$ cat config.mk
export PLATFORM = sky130hd
export DESIGN_NAME = upsample_nn3x3
export DESIGN_NICKNAME = d
export VERILOG_FILES = /design/src/rtl/upsample_pkg.sv /design/src/rtl/upsample_row_buffer.sv /design/src/rtl/upsample_nn3x3.sv
export SDC_FILE = /design/constraint.sdc
export NUM_CORES = 1
export LEC_CHECK = 0
export CORE_MARGIN = 2
export CORE_UTILIZATION = 49
export DETAILED_ROUTE_END_ITERATION = 16
export PLACE_DENSITY = 0.76
export SYNTH_ARGS = -nofsm -noshare
export SYNTH_HDL_FRONTEND = slang
export SYNTH_HIERARCHICAL = 1
export SYNTH_SLANG_ARGS = --single-unit
$ cat constraint.sdc
create_clock -name clk -period 2.6 [get_ports clk]
set_clock_uncertainty 0.1 [all_clocks]
set_input_delay 0.26 -clock clk [delete_from_list [all_inputs] [get_ports clk]]
set_output_delay 0.26 -clock clk [all_outputs]
set_load 0.005 [all_outputs]
$ cat src/rtl/upsample_pkg.sv
// upsample_pkg: shared FSM state type and counter-width helper for the nearest-neighbour upsampler
package upsample_pkg;
    typedef enum logic {FILL, EMIT} state_t;
    function automatic int cnt_w(input int n);
        return (n <= 1) ? 1 : $clog2(n);
    endfunction
    localparam int DEF_COL_W = cnt_w(3);
    localparam int DEF_REP_W = cnt_w(3);
    localparam int DEF_ROW_W = cnt_w(3);
endpackage

$ cat src/rtl/upsample_row_buffer.sv
// upsample_row_buffer: one input row of pixels, single write port, combinational read mux
module upsample_row_buffer #(
    parameter int DATA_WIDTH = 32,
    parameter int DEPTH      = 3,
    parameter int AW         = 2
) (
    input  logic                  clk,
    input  logic                  rst,
    input  logic                  we,
    input  logic [AW-1:0]         waddr,
    input  logic [DATA_WIDTH-1:0] wdata,
    input  logic [AW-1:0]         raddr,
    output logic [DATA_WIDTH-1:0] rdata
);
    logic [DATA_WIDTH-1:0] mem [DEPTH];
    always_ff @(posedge clk or posedge rst) begin
        if (rst) begin
            for (int i = 0; i < DEPTH; i++) mem[i] <= '0;
        end else if (we) begin
            mem[waddr] <= wdata;
        end
    end
    assign rdata = mem[raddr];
endmodule

$ cat src/rtl/upsample_nn3x3.sv
// upsample_nn3x3: buffers one input row, then replays it as SCALE x SCALE blocks per pixel
module upsample_nn3x3
    import upsample_pkg::*;
#(
    parameter int DATA_WIDTH = 32,
    parameter int IN_WIDTH   = 3,
    parameter int IN_HEIGHT  = 3,
    parameter int SCALE      = 3
) (
    input  logic                  clk,
    input  logic                  rst,
    input  logic [DATA_WIDTH-1:0] i_data,
    input  logic                  valid_in,
    output logic                  ready_in,
    output logic [DATA_WIDTH-1:0] o_data,
    output logic                  valid_out,
    input  logic                  ready_out,
    output logic                  frame_done
);
    localparam int CW = cnt_w(IN_WIDTH);
    localparam int SW = cnt_w(SCALE);
    localparam int HW = cnt_w(IN_HEIGHT);
    localparam logic [CW-1:0] COL_MAX = CW'(IN_WIDTH - 1);
    localparam logic [SW-1:0] REP_MAX = SW'(SCALE - 1);
    localparam logic [HW-1:0] ROW_MAX = HW'(IN_HEIGHT - 1);

    state_t                state;
    logic [CW-1:0]         wr_col, col;
    logic [SW-1:0]         rep_col, rep_row;
    logic [HW-1:0]         row;
    logic [DATA_WIDTH-1:0] rdata;

    assign ready_in  = (state == FILL);
    assign valid_out = (state == EMIT);
    // Forcing zero outside EMIT keeps o_data quiet while the buffer is being refilled
    assign o_data    = valid_out ? rdata : '0;

    upsample_row_buffer #(
        .DATA_WIDTH(DATA_WIDTH),
        .DEPTH     (IN_WIDTH),
        .AW        (CW)
    ) u_buf (
        .clk  (clk),
        .rst  (rst),
        .we   (ready_in && valid_in),
        .waddr(wr_col),
        .wdata(i_data),
        .raddr(col),
        .rdata(rdata)
    );

    always_ff @(posedge clk or posedge rst) begin
        if (rst) begin
            state      <= FILL;
            wr_col     <= '0;
            col        <= '0;
            rep_col    <= '0;
            rep_row    <= '0;
            row        <= '0;
            frame_done <= 1'b0;
        end else begin
            frame_done <= 1'b0;
            if (state == FILL) begin
                if (valid_in) begin
                    if (wr_col == COL_MAX) begin
                        wr_col <= '0;
                        state  <= EMIT;
                    end else begin
                        wr_col <= wr_col + 1'b1;
                    end
                end
            end else if (ready_out) begin
                if (rep_col != REP_MAX) begin
                    rep_col <= rep_col + 1'b1;
                end else begin
                    rep_col <= '0;
                    if (col != COL_MAX) begin
                        col <= col + 1'b1;
                    end else begin
                        col <= '0;
                        if (rep_row != REP_MAX) begin
                            rep_row <= rep_row + 1'b1;
                        end else begin
                            rep_row <= '0;
                            state   <= FILL;
                            if (row == ROW_MAX) begin
                                row        <= '0;
                                frame_done <= 1'b1;
                            end else begin
                                row <= row + 1'b1;
                            end
                        end
                    end
                end
            end
        end
    end
endmodule

gates.png
Scale: 4 px per um.
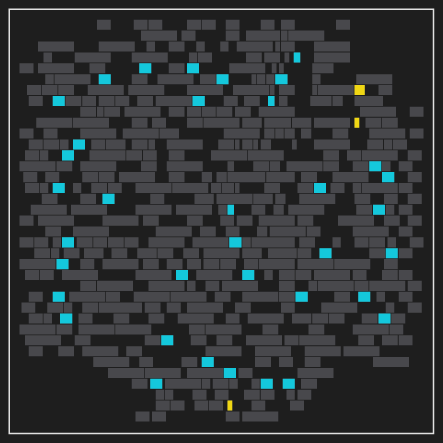
[yellow] inv cells | cells: 3
[cyan] aoi and oai cells | cells: 36 | where: all over the die

sizing.png
Scale: 4 px per um.
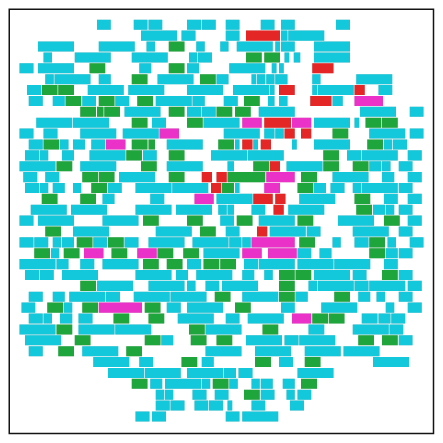
[red] x3 and x4 | cells: 18 | share: 4.1% | most used: buf_4
[green] x2 | cells: 104 | share: 24% | most used: mux2_2
[magenta] x6 and larger | cells: 15 | share: 3.4% | most used: clkbuf_8
[cyan] x1 and smaller | cells: 303 | share: 69% | most used: dfrtp_1

m3.png
Scale: 2 px per um.
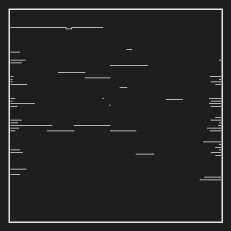
share of all routed wire: 3.6%
nets with wire on the layer: 47
wire length on this layer: 357 um
longest straight run: 27.6 um

congestion_map.png
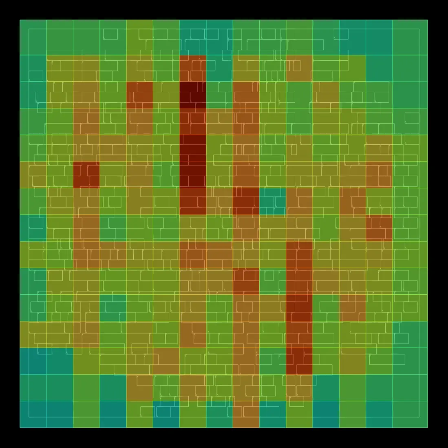
Layout Utilization: 0.6020
GR Util met2: 0.3143
WL per Instance: 17.20 um
grt met1 use: 0.2699

==> impl_metrics.py <==
# Flow results
metrics = {
    "clock_tree": {
        "path_clk_slew_ns": 0.10,
        "cts_tree": "built",
        "cts_made_buffers": 9,
        "htreeDepth": 3,
        "cts_root_buffer": "clkbuf_8",
    },
    "worst_setup_path": {
        "rrSetupSlack_ns": 0.77,
        "path_max_fanout": 27,
        "startpoint_type": "flop",
        "critical_path_buf_inv_count": 2,
        "slowest_stage": "clkdlybuf4s50_1",
        "path_depth": 5,
        "path_cells": "buf_6 > mux2i_1 > o2bb2ai_1 > and2_1 > clkdlybuf4s50_1",
        "worstSetupEndpointType": "output port",
    },
    "power": {
        "p_total_mw": 7.417,
    },
    "global_route": {
        "grt_pass1_wl_um": 17040,
        "overflow": 0,
        "antenna_found_initial": 0,
    },
    "final_layout": {
        "drive_gt1_frac": 0.3114,
        "areaGrowthSynthToFinish_pct": 20.99,
        "final_cell_mix": "dfrtp_1, mux2_2, clkdlybuf4s50_1, mux2i_1",
    },
    "run_status": {
        "status": "finished, final reports clean",
    },
    "yosys": {
        "synthDistinctLibCells": 28,
        "yosysSeqAreaShare": 0.5333,
        "syn_area_um2": 5067,
        "netlist_instances": 366,
        "synth_chip_area_um2": 5067,
        "syn_avg_cell_area_um2": 13.85,
    },
    "drt": {
        "avgViaCountPerCell": 5.365,
        "via_count": 3090,
        "drt_iter0_drc": 102,
    },
    "sta": {
        "relSlewSlack": 0.6465,
        "finalSetupViolCount": 0,
        "setup_slack_ns": 0.1743,
        "period_used_share": 0.9330,
    },
    "die": {
        "dieHeight_um": 105.7,
    },
    "run": {
        "cap_viol_max_count": 0,
    },
    "placed_design": {
        "place_inst": 560,
    },
}
-- kinds of logic (layout without fill, tap and decap cells) --
group | after synthesis | in the layout | share of synthesized area
buf+inv | 28 | 102 | 0.03605
mux | 135 | 135 | 0.2933
simple gates | 58 | 58 | 0.07555
flops | 108 | 108 | 0.5333
compound gates | 37 | 37 | 0.06173
-- power by group --
group	switching [mW]	internal, mW	leakage, nW
clock network	0.532	0.535	0.102
logic	1.27	2.15	1.14
registers	0.443	2.48	1.31
-- cell usage after synthesis (all sizes together) --
cell,n,area [um^2]
a21o,1,8.760
and2,32,200.2
buf,14,100.1
clkbuf,11,71.32
dfrtp,108,2703
inv,3,11.26
mux2,102,1156
mux2i,33,330.3
nand2,5,18.77
nand2b,3,18.77
nand3,1,5.000
nand3b,3,30.03
nand4b,1,23.77
nor2,5,18.77
nor2b,4,25.02
nor3,1,5.000
nor3b,2,26.28
o21ai,3,15.01
o2bb2ai,32,280.3
o41ai,1,8.760
or3,1,11.26
-- metal layers --
metal	GRT usage	up-vias	routed length, um
met5	0	-	0
met4	0.04041	0	98
met3	0.04453	11	356
met2	0.3143	59	4703
met1	0.2699	1574	4751
li1	-	1446	-
-- what timing repair did --
action                                  CTS  global route
endpoints found under the setup margin    0            15
setup buffers                             0             1
hold buffers                              0             0
resized                                   0             1
-- through the flow --
step / cell area, um^2 / hold slack [ns] / util
finish: 6131 / 0.1991 / 0.6020
global route: 6131 / 0.2273 / 0.6020
CTS: 6120 / 0.2050 / 0.6009
detailed placement: 5914 / 0.3768 / 0.5807
global placement: 5914 / 0.3643 / 0.5807
floorplan: 5071 / 0.02470 / -
-- registers in the layout, summed over array words and instances (netlist names) --
register and count:
row 2, wr_col 2, valid_out 1, col 2
frame_done 1, rep_col 2, u_buf/mem 96, rep_row 2
-- how the worst min path moves through the flow --
stage / end / start / slack [ns]
finish: rep_col[1] / rst / 0.20
global route: rep_col[1] / rst / 0.23
CTS: row[1] / rst / 0.20
detailed placement: u_buf/mem[89] / u_buf/mem[89] / 0.38
global placement: frame_done / row[0] / 0.36
floorplan: col[0] / rst / 0.02
-- final cells by class --
type | instances | area, um^2
clock buffers | 10 | 127.6
flip-flops and latches | 108 | 2704
multi-input cells | 230 | 2190
clock inverters | 5 | 77.57
fillers | 835 | 4054
repair buffers | 84 | 847.1
inverters | 3 | 15.01
well taps | 136 | 170.2
Power is estimated from default activity; no workload was simulated.
